### PDN straps and rails, run 1

The bar under the picture is 20 um long. Pins as bars on the die edge.
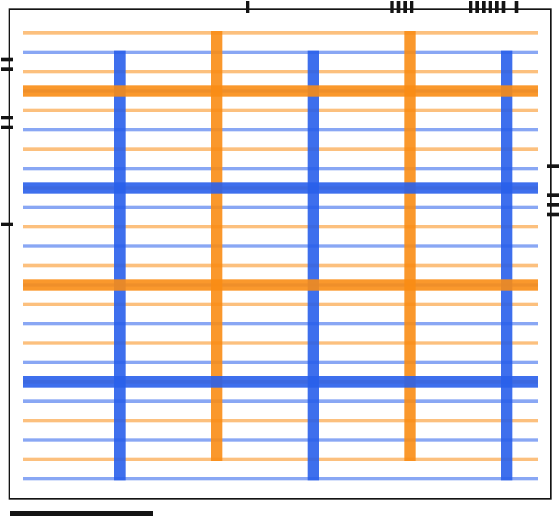
### Placement by cell class, run 1

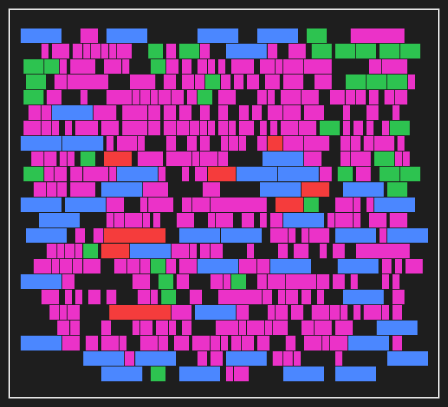
### Clock distribution, run 1

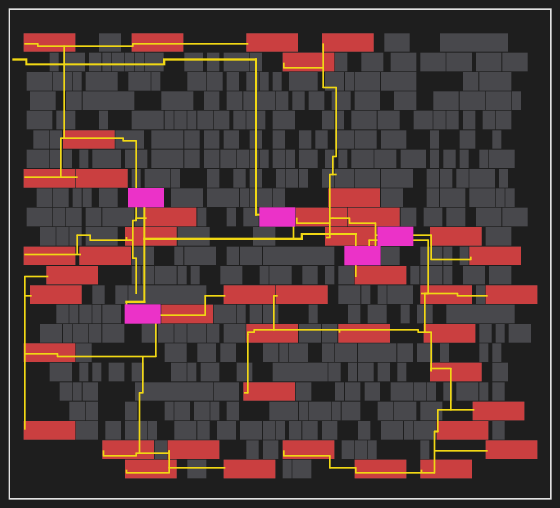
--- config.mk ---
export PLATFORM = sky130hd
export DESIGN_NAME = elevator_car_ctrl
export DESIGN_NICKNAME = d
export VERILOG_FILES = /design/src/rtl/elevator_pkg.sv /design/src/rtl/elevator_req_scan.sv /design/src/rtl/elevator_car_ctrl.sv
export SDC_FILE = /design/constraint.sdc
export NUM_CORES = 1
export LEC_CHECK = 0
export CAP_MARGIN = 20
export CORE_ASPECT_RATIO = 0.9
export CORE_MARGIN = 1.5
export CORE_UTILIZATION = 61
export CTS_BUF_LIST = sky130_fd_sc_hd__clkbuf_8
export DETAILED_ROUTE_END_ITERATION = 8
export GPL_ROUTABILITY_DRIVEN = 0
export PLACE_DENSITY_LB_ADDON = 0.12
export REMOVE_ABC_BUFFERS = 1
export SLEW_MARGIN = 20
export SYNTH_ARGS = -nofsm -noshare
export SYNTH_HDL_FRONTEND = slang
export SYNTH_HIERARCHICAL = 1
export SYNTH_SLANG_ARGS = --single-unit
--- constraint.sdc ---
create_clock -name clk_i -period 3.14 [get_ports clk_i]
set_input_delay 0.628 -clock clk_i [delete_from_list [all_inputs] [get_ports clk_i]]
set_output_delay 0.628 -clock clk_i [all_outputs]
set_load 0.005 [all_outputs]
--- src/rtl/elevator_pkg.sv ---
// Shared types for the elevator demo: direction codes consumed by the
// direction display, and the per-car controller state encoding.
package elevator_pkg;

  typedef enum logic [1:0] {
    DIR_DOWN = 2'b00,
    DIR_UP   = 2'b01,
    DIR_IDLE = 2'b10
  } dir_t;

  typedef enum logic [1:0] {
    IDLE = 2'b00,
    MOVE = 2'b01,
    DOOR = 2'b10
  } car_state_t;

endpackage

--- src/rtl/elevator_req_scan.sv ---
// Classifies outstanding floor requests as at, above or below a given floor.
// Purely combinational so a dispatcher can reuse it on any car's bitmap.
module elevator_req_scan #(
  parameter int NUM_FLOORS = 8,
  parameter int FLOOR_W    = 3
) (
  input  logic [NUM_FLOORS-1:0] pending_i,
  input  logic [FLOOR_W-1:0]    cur_floor_i,
  output logic                  here_o,
  output logic                  above_o,
  output logic                  below_o
);

  always_comb begin
    here_o  = 1'b0;
    above_o = 1'b0;
    below_o = 1'b0;
    for (int i = 0; i < NUM_FLOORS; i++) begin
      if (pending_i[i]) begin
        if (i > int'(cur_floor_i))      above_o = 1'b1;
        else if (i < int'(cur_floor_i)) below_o = 1'b1;
        else                            here_o  = 1'b1;
      end
    end
  end

endmodule

--- src/rtl/elevator_car_ctrl.sv ---
// Per-car motion controller: latches calls, scans in the current direction one
// floor per travel interval, and opens the door at each requested floor.
module elevator_car_ctrl
  import elevator_pkg::*;
#(
  parameter int NUM_FLOORS    = 8,
  parameter int FLOOR_W       = 3,
  parameter int TRAVEL_CYCLES = 50_000_000,
  parameter int DOOR_CYCLES   = 100_000_000
) (
  input  logic                  clk_i,
  input  logic                  reset_i,
  input  logic                  call_valid_i,
  input  logic [FLOOR_W-1:0]    call_floor_i,
  output logic [FLOOR_W-1:0]    cur_floor_o,
  output logic [1:0]            dir_o,
  output logic                  door_open_o,
  output logic                  moving_o,
  output logic [NUM_FLOORS-1:0] pending_o
);

  localparam int MAX_CYC = (TRAVEL_CYCLES > DOOR_CYCLES) ? TRAVEL_CYCLES : DOOR_CYCLES;
  localparam int TIMER_W = $clog2(MAX_CYC);

  car_state_t            state_q, state_d;
  logic [FLOOR_W-1:0]    cur_floor_q, cur_floor_d;
  dir_t                  dir_q, dir_d;
  dir_t                  last_dir_q, last_dir_d;
  logic [NUM_FLOORS-1:0] pending_q, pending_d;
  logic [TIMER_W-1:0]    timer_q, timer_d;

  logic                  here, above, below;
  logic [FLOOR_W-1:0]    next_floor;
  logic [NUM_FLOORS-1:0] cur_bit, next_bit, call_bit;
  logic                  same_floor_call, arrive_hit;

  elevator_req_scan #(
    .NUM_FLOORS (NUM_FLOORS),
    .FLOOR_W    (FLOOR_W)
  ) u_scan (
    .pending_i   (pending_q),
    .cur_floor_i (cur_floor_q),
    .here_o      (here),
    .above_o     (above),
    .below_o     (below)
  );

  assign next_floor = (dir_q == DIR_UP) ? cur_floor_q + 1'b1 : cur_floor_q - 1'b1;

  // Out-of-range call floors decode to an all-zero vector and are dropped.
  always_comb begin
    cur_bit  = '0;
    next_bit = '0;
    call_bit = '0;
    for (int i = 0; i < NUM_FLOORS; i++) begin
      cur_bit[i]  = (int'(cur_floor_q) == i);
      next_bit[i] = (int'(next_floor) == i);
      call_bit[i] = call_valid_i && (int'(call_floor_i) == i);
    end
  end

  assign same_floor_call = |(call_bit & cur_bit);
  assign arrive_hit      = |((pending_q | call_bit) & next_bit);

  always_comb begin
    state_d     = state_q;
    cur_floor_d = cur_floor_q;
    dir_d       = dir_q;
    last_dir_d  = last_dir_q;
    timer_d     = timer_q;
    pending_d   = pending_q | call_bit;
    unique case (state_q)
      IDLE: begin
        dir_d     = DIR_IDLE;
        pending_d = (pending_q | call_bit) & ~cur_bit;
        if (here || same_floor_call) begin
          state_d = DOOR;
          timer_d = '0;
        end else if (above && (last_dir_q == DIR_UP || !below)) begin
          state_d    = MOVE;
          dir_d      = DIR_UP;
          last_dir_d = DIR_UP;
          timer_d    = '0;
        end else if (below) begin
          state_d    = MOVE;
          dir_d      = DIR_DOWN;
          last_dir_d = DIR_DOWN;
          timer_d    = '0;
        end
      end
      MOVE: begin
        if (timer_q == TIMER_W'(TRAVEL_CYCLES - 1)) begin
          timer_d     = '0;
          cur_floor_d = next_floor;
          // The scan bits cover next_floor too, but it is known clear here.
          if (arrive_hit) begin
            state_d   = DOOR;
            pending_d = (pending_q | call_bit) & ~next_bit;
          end else if (!((dir_q == DIR_UP) ? above : below)) begin
            state_d = IDLE;
            dir_d   = DIR_IDLE;
          end
        end else begin
          timer_d = timer_q + 1'b1;
        end
      end
      DOOR: begin
        pending_d = (pending_q | call_bit) & ~cur_bit;
        if (same_floor_call) begin
          timer_d = '0;
        end else if (timer_q == TIMER_W'(DOOR_CYCLES - 1)) begin
          state_d = IDLE;
          dir_d   = DIR_IDLE;
          timer_d = '0;
        end else begin
          timer_d = timer_q + 1'b1;
        end
      end
      default: begin
        state_d = IDLE;
        dir_d   = DIR_IDLE;
        timer_d = '0;
      end
    endcase
  end

  always_ff @(posedge clk_i) begin
    if (reset_i) begin
      state_q     <= IDLE;
      cur_floor_q <= '0;
      dir_q       <= DIR_IDLE;
      last_dir_q  <= DIR_UP;
      pending_q   <= '0;
      timer_q     <= '0;
    end else begin
      state_q     <= state_d;
      cur_floor_q <= cur_floor_d;
      dir_q       <= dir_d;
      last_dir_q  <= last_dir_d;
      pending_q   <= pending_d;
      timer_q     <= timer_d;
    end
  end

  assign cur_floor_o = cur_floor_q;
  assign dir_o       = dir_q;
  assign door_open_o = (state_q == DOOR);
  assign moving_o    = (state_q == MOVE);
  assign pending_o   = pending_q;

endmodule

==> results.cfg, run 1 <==
; physical design summary
[worst_hold_path]
hold_depth = 2
hp-class = register to register
min_from = timer_q[1]$_SDFFE_PP0P_
holdPathEnd = timer_q[1]$_SDFFE_PP0P_

[grt]
grt_max_degree = 42
grt_pass1_vias = 2456
track_usage = 0.2990
grt.overflow.total = 0
grt_pass1_wl_um = 11700
antenna_found_initial = 0

[timing]
setup_tns_ns = 0
finalCritPeriodShare = 0.9230
finalCriticalPeriod_ns = 2.898
tightest_slew_ns = 0.6042
worst_slack_ns = 0.2418
finalSetupViolCount = 0
fmaxAchievable_mhz = 345.0
clock-skew-final_ns = 0.01043
hold_viol_final = 0
rsz0062_at_grt = no
drv_slew = 0
relSlewSlack = 0.5942

[setup_path]
path_depth = 9
path_cells = nand2_1, a211oi_2, a21oi_1, or3_1, nor4_1, nand2_1, nand4_1, xor2_1, nor2_1
critPathTopFamily = simple AND/OR/NAND/NOR gates
required_ns = 3.34
r2r_end = timer_q[9]$_SDFFE_PP0P_
cpMostUsedCell = nand2_1
slowest_stage = dfxtp_1
slowest_delay_ns = 0.71
rr_worst_depth = 9
regToRegSetupSlack_ns = 0.24
critical_path_class = register to register
cp-end-kind = register
startpoint_type = register
cp_max_fo = 15
cp_num_buf_inv = 0

[run_status]
status = complete, no violations

[cts]
cts_buffer_depth = 2
cts_resized = 0
cts.reportedPaths.clkPinSlew_ns = 0.09
clk_latency_ns = 0.30
cts.sinks = 43
ctsHoldBuffers = 0
cts-root-buf = clkbuf_8
cts_setup_buffers = 0
cts_htree_levels = 2
cts_made_buffers = 5
cts_tree = done

[yosys]
ys_types = 60
synthCells = 359
avgSynthCellArea_um2 = 8.096
synthFlopType = dfxtp_1
yosys.stat.seqShare = 0.2962
top_area_cell = dfxtp_1
netlist_area_um2 = 2907
yosys_warnings = 6
post-synth-top-area-fraction = 0.2962
synth.most_common_cell = dfxtp_1
async_flop_share = 0
ys_ff = 43
edf_count = 0
yosys-stat-cells = 359
ys_top_cells_by_count = dfxtp_1, nor2_1, nand2_1
ys_area_um2 = 2907

[placement]
post-dp-hpwl_um = 5486
pre_cts_ws_ns = 0.1532
place.port_buffers = 20

[power]
power.switching_w = 0.0007392
switching_share = 0.3746
p_leak_nw = 1.101
p_comb_frac = 0.432
power_frac_clock = 0.263
vdd_drop_max_v = 0.0005507
internal_power_w = 0.001234
power_frac_seq = 0.305
power.density_nw_per_um2 = 594.1

[routing]
dr.pass1.iters = 5
antenna_left = 0
wirelength_um = 7436
detailroute.wirelength.met3_um = 436
drc = 0
wl_met1_um = 3613
dr_wl_met2_um = 3306
num_vias = 2872
viasPerCell = 6.454
top_layer_used = met4
wl_per_cell_um = 16.71

[die]
row_count = 23
die_w_um = 75.76
dieArea_um2 = 5188
pin_count = 21
fp.dieH_um = 68.49
initCoreUtil = 0.6433

[finish]
nFillCells = 372
antennaDiodeCount = 0
final_nets = 399
drive_gt1_frac = 0.09138

[run]
maxCapViolations = 0
warnings = 33
Notes on 'PDN straps and rails' above:
legend:
  VDD:
    colour: orange
  VSS:
    colour: blue
met4 straps: 5
rows: 23
met5 straps: 4
met1 rails: 24

Notes on 'Placement by cell class' above:
legend:
  clock drivers and dummy loads:
    colour: red
    cells: 8
  flip-flops:
    colour: blue
    cells: 43
  other buffers and delay cells:
    colour: green
    cells: 34
  all other logic:
    colour: magenta
    cells: 298

Notes on 'Clock distribution' above:
legend:
  flip-flops:
    colour: red
    count: 43
  clock wires:
    colour: yellow
    length: 548 um
  cells driving clock nets:
    colour: magenta
    count: 5
flops lie: widely spread
routed clock nets: 6

run 1: power by group through the flow:
stage / Sequential [W] / Clock (W) / Combinational (W)
global placement: 0.000612 / 0 / 0.000814
floorplan: 0.000608 / 0 / 0.000542
global route: 0.000607 / 0.000548 / 0.000929
detailed placement: 0.000614 / 0 / 0.000831
finish: 0.000603 / 0.000519 / 0.000852
CTS: 0.000602 / 0.000526 / 0.000841
run 1: sequential cells by signal, indices dropped and copies added, names as in the netlist:
signal / flops
cur_floor_o: 3
dir_o: 2
last_dir_q: 1
pending_o: 8
state_q: 2
timer_q: 27
run 1: worst min-delay path, delay by kind of cell, from the launching register on:
family           cells  cell delay [ns]
AND-OR/OR-AND        1             0.05
flip-flops           1             0.34
AND/OR/NAND/NOR      1             0.06
run 1: final cells by class:
class                   instances  area [um2]  share of cell area
clock buffers                   5       68.82             0.02072
clock inverters                 3       67.56             0.02034
inverters                      22       82.58             0.02486
multi-input cells             276        1859              0.5597
flip-flops and latches         43       860.8              0.2591
well taps                      62       77.57             0.02335
repair buffers                 34       305.3             0.09190
run 1: worst max path at each step:
stage | from | end
2_1_floorplan | cur_floor_o[1]$_SDFFE_PP0P_ | timer_q[9]$_SDFFE_PP0P_
3_3_place_gp | call_floor_i[0] | state_q[1]$_SDFFE_PP0P_
3_5_place_dp | call_floor_i[0] | state_q[1]$_SDFFE_PP0P_
4_1_cts | cur_floor_o[1]$_SDFFE_PP0P_ | timer_q[9]$_SDFFE_PP0P_
5_1_grt | cur_floor_o[1]$_SDFFE_PP0P_ | timer_q[23]$_SDFFE_PP0P_
6_report | cur_floor_o[1]$_SDFFE_PP0P_ | timer_q[9]$_SDFFE_PP0P_
run 1: cell families after synthesis:
kind of cell,share of synthesized area
AND/OR/NAND/NOR,0.2772
AND-OR/OR-AND,0.2329
flip-flops,0.2962
buffers and inverters,0.06414
XOR/XNOR,0.05424
adder cells (fa/ha/maj),0.05338
multiplexers,0.02195
run 1: per-stage QoR:
stage / utilization / total power (W) / hold slack [ns] / cells / area [um2]
3_3_place_gp: 0.7051 / 0.001426 / 0.4679 / 437 / 3186
4_1_cts: 0.7353 / 0.001969 / 0.4905 / 445 / 3322
2_1_floorplan: - / 0.001150 / 0.4431 / 341 / 2803
3_5_place_dp: 0.7051 / 0.001446 / 0.4785 / 437 / 3186
6_report: 0.7353 / 0.001974 / 0.4904 / 445 / 3322
5_1_grt: 0.7353 / 0.002084 / 0.5206 / 445 / 3322
run 1: layout by cell type, fill, tap and decap left out, types with 4 or more instances in the layout:
master,instances
a211oi_1,4
a21oi_1,26
a31oi_1,13
and4_1,4
buf_4,14
clkbuf_8,5
clkdlybuf4s50_1,20
dfxtp_1,43
ha_1,10
inv_1,22
nand2_1,28
nand3_1,14
nand4_1,9
nor2_1,33
nor2b_1,4
nor3_1,16
nor4_1,4
nor4bb_1,4
o21a_1,4
o21ai_0,13
o32ai_1,8
or3_1,16
xnor2_1,9
xor2_1,9
run 1: routing by layer:
layer,vias to the layer above,global-route usage
li1,1379,-
met1,1381,0.4372
met2,98,0.4500
met3,14,0.05596
met4,0,0.07366
met5,-,0
### Wiring by layer, run 1

The bar under the picture is 20 um long.
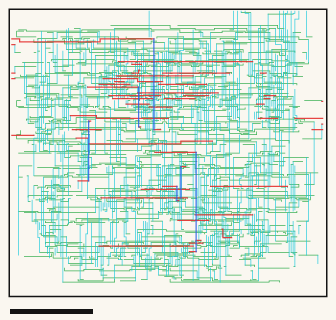

--- run 2 (diff from run 1) ---
--- a/config.mk
+++ b/config.mk
@@ -5,6 +5,7 @@
 export SDC_FILE = /design/constraint.sdc
 export NUM_CORES = 1
 export LEC_CHECK = 0
+export ABC_AREA = 0
 export CAP_MARGIN = 20
 export CORE_ASPECT_RATIO = 0.9
 export CORE_MARGIN = 1.5
@@ -12,7 +13,7 @@
 export CTS_BUF_LIST = sky130_fd_sc_hd__clkbuf_8
 export DETAILED_ROUTE_END_ITERATION = 8
 export GPL_ROUTABILITY_DRIVEN = 0
-export PLACE_DENSITY_LB_ADDON = 0.12
+export PLACE_DENSITY = 0.82
 export REMOVE_ABC_BUFFERS = 1
 export SLEW_MARGIN = 20
 export SYNTH_ARGS = -nofsm -noshare
### Wiring by layer, run 2

The bar under the picture is 20 um long.
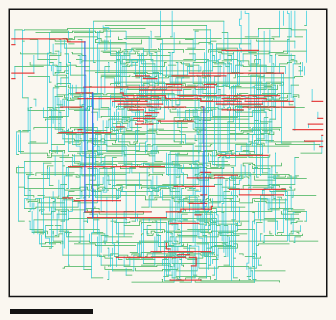
legend:
  met1:
    colour: green
    wire_length: 3550 um
  met3:
    colour: red
    wire_length: 559 um
  met4:
    colour: blue
    wire_length: 95.2 um
  met2:
    colour: cyan
    wire_length: 3160 um

### PDN straps and rails, run 2

The bar under the picture is 20 um long. Pins as bars on the die edge.
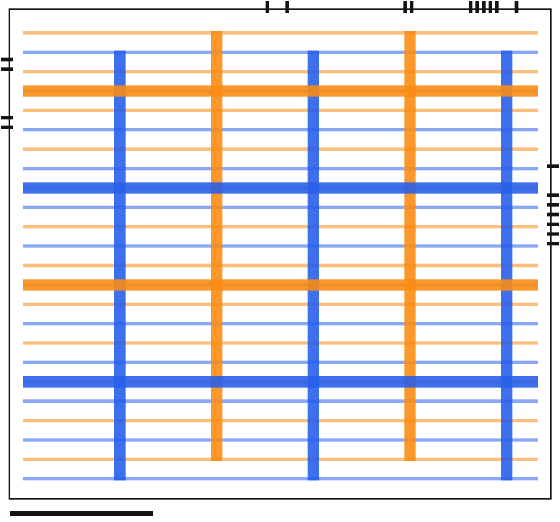
legend:
  VDD:
    colour: orange
  VSS:
    colour: blue
signal pins: 21
rows: 23
met1 rails: 24
met5 straps: 4
met4 straps: 5

==> run 2 against run 1 <==
Effect of this change:
- design area shrank 0.38%
- maximum frequency grew 2.9%
- highest routed layer unchanged
- clock power fell by 14%
- sequential cell count unchanged
- largest cell class unchanged
- first-iteration DRC count increased by 33%
- critical path depth is 1 higher
- worst hold slack got worse by 0.011 ns
- clock-buffer cell count stayed put
==> results.cfg, run 2 <==
; physical design summary
[grt]
grt_pass1_vias = 2437
grt_max_degree = 28
grt_pass1_wl_um = 11900
grt.overflow.total = 0
antenna_found_initial = 0
track_usage = 0.3060

[yosys]
async_flop_share = 0
avgSynthCellArea_um2 = 8.096
synth.most_common_cell = dfxtp_1
fa_ha_area_frac = 0.05338
edf_count = 0
ys_top_cells_by_count = dfxtp_1, nor2_1, nand2_1
topCombFamilyByArea = simple AND/OR/NAND/NOR gates
synthFlopType = dfxtp_1
yosys_warnings = 6
synthCells = 359
ys_area_um2 = 2907
yosys-stat-cells = 359
ys_ff = 43
muxShareOfSynthArea = 0.02195
aoi_share = 0.2329
top_area_cell = dfxtp_1
yosys.stat.seqShare = 0.2962
netlist_area_um2 = 2907
xor_area_frac = 0.05424
ys_types = 60
post-synth-top-area-fraction = 0.2962
simple_gate_share = 0.2772
area_leaders = dfxtp_1, a21oi_1, ha_1

[cts]
cts_made_buffers = 5
cts.reportedPaths.clkPinSlew_ns = 0.09
cts_buffer_depth = 2
clk_latency_ns = 0.31
cts.sinks = 43
cts_tree = done
cts-root-buf = clkbuf_8
cts_htree_levels = 2

[finish]
lay_top_count = dfxtp_1
fin_area_um2 = 3309
postLayoutCoreUtil = 0.7325
lay_top_cells = dfxtp_1, nor2_1, nand2_1, a21oi_1, inv_1
antennaDiodeCount = 0
largest_reg_flops = 27
regMostFlops = timer_q
drive_gt1_frac = 0.09162
area_growth_pct = 13.86
final_nets = 398

[setup_path]
critical_path_class = register to register
startpoint_type = register
regToRegSetupSlack_ns = 0.32
required_ns = 3.35
r2r_end = timer_q[21]$_SDFFE_PP0P_
rr_worst_depth = 10
cp-end-kind = register
cp.arrival_ns = 3.03
worstReg2RegStart = cur_floor_o[1]$_SDFFE_PP0P_
cp_max_fo = 10

[timing]
rsz0062_at_grt = no
drv_slew = 0
setup_tns_ns = 0
finalSetupViolCount = 0
hold_viol_final = 0
clock-skew-final_ns = 0.01017
finalCriticalPeriod_ns = 2.817
finalCritPeriodShare = 0.8971
fmaxAchievable_mhz = 355.0
worst_slack_ns = 0.3230
relSlewSlack = 0.5769
tightest_slew_ns = 0.6326

[routing]
num_vias = 2829
wl_per_cell_um = 16.57
viasPerCell = 6.372
wirelength_um = 7358
dr.pass1.iters = 5
drt_iter0_markers = 274
drc = 0
antenna_left = 0

[worst_hold_path]
hold_depth = 2
min_from = timer_q[1]$_SDFFE_PP0P_
hp-class = register to register
holdPathEnd = timer_q[1]$_SDFFE_PP0P_

[die]
initCoreUtil = 0.6433
row_count = 23
fp.dieH_um = 68.49
die_w_um = 75.76
core-area_um2 = 4518
dieArea_um2 = 5188
pin_count = 21

[power]
p_leak_nw = 1.097
vdd_drop_max_v = 0.0004757
power.density_nw_per_um2 = 567.1
power_w = 0.001877

[placement]
pre_cts_ws_ns = 0.1772
post_dp_cell_area_um2 = 3191
post-dp-hpwl_um = 5373
place.port_buffers = 20

[run_status]
status = complete, no violations

[run]
warnings = 33
maxCapViolations = 0
### Clock distribution, run 2

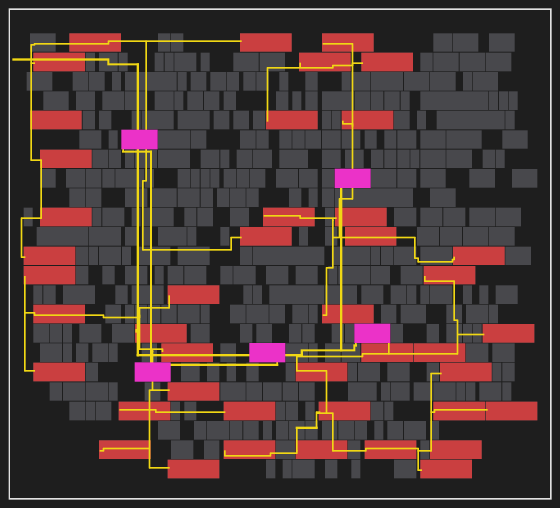
legend:
  flip-flops:
    colour: red
    count: 43
  clock wires:
    colour: yellow
    length: 606 um
  cells driving clock nets:
    colour: magenta
    count: 5
routed clock nets: 6

-- run 2: worst max path at each step --
stage	start	to	cells after the start
after CTS	cur_floor_o[1]$_SDFFE_PP0P_	timer_q[21]$_SDFFE_PP0P_	10
after floorplan	cur_floor_o[1]$_SDFFE_PP0P_	timer_q[9]$_SDFFE_PP0P_	9
after detailed placement	call_floor_i[1]	state_q[0]$_SDFFE_PP0P_	7
final	cur_floor_o[1]$_SDFFE_PP0P_	timer_q[21]$_SDFFE_PP0P_	10
after global routing	cur_floor_o[1]$_SDFFE_PP0P_	timer_q[21]$_SDFFE_PP0P_	10
after global placement	call_floor_i[1]	state_q[0]$_SDFFE_PP0P_	7
-- run 2: through the flow --
stage,hold WS [ns],cells
floorplan,0.4431,341
global placement,0.4586,436
detailed placement,0.4682,436
CTS,0.4784,444
global route,0.4952,444
finish,0.4794,444
-- run 2: timing repair --
item | CTS | global route
setup buffers | 0 | 0
hold buffers | 0 | 0
hold endpoints to repair | 0 | 0
resized | 0 | 1
endpoints found under the setup margin | 0 | 13
-- run 2: cell type report --
type | count | area (um2)
inverters | 22 | 82.58
clock buffers | 5 | 68.82
fillers | 362 | 1209
clock inverters | 3 | 43.79
flip-flops and latches | 43 | 860.8
well taps | 62 | 77.57
multi-input cells | 276 | 1866
repair buffers | 33 | 310.3
-- run 2: per-layer routing --
layer  share of wire  GRT usage
met4           0.013    0.09375
met3           0.076    0.07364
met5               0          0
met1            0.48     0.4565
met2            0.43     0.4283
-- run 2: critical path, stage by stage, from the launching register on --
cell,delay [ns]
dfxtp_1,0.38
buf_4,0.19
a211oi_1,0.27
o21ai_0,0.15
a222oi_1,0.28
o21ai_0,0.21
nor4_2,0.47
nand2_1,0.34
nand3_1,0.22
xor2_1,0.17
nor2_1,0.05
-- run 2: cell families (layout without fill, tap and decap cells) --
family | after synthesis | in the layout
compound gates | 95 | 95
xor+xnor | 18 | 18
fa+ha+maj | 12 | 12
buf+inv | 40 | 63
flops | 43 | 43
mux | 3 | 3
simple gates | 148 | 148
-- run 2: power breakdown --
group / switching [W] / internal, W
logic: 0.000500 / 0.000328
registers: 0.0000297 / 0.000572
clock network: 0.000209 / 0.000237
Power is estimated from default activity; no workload was simulated.
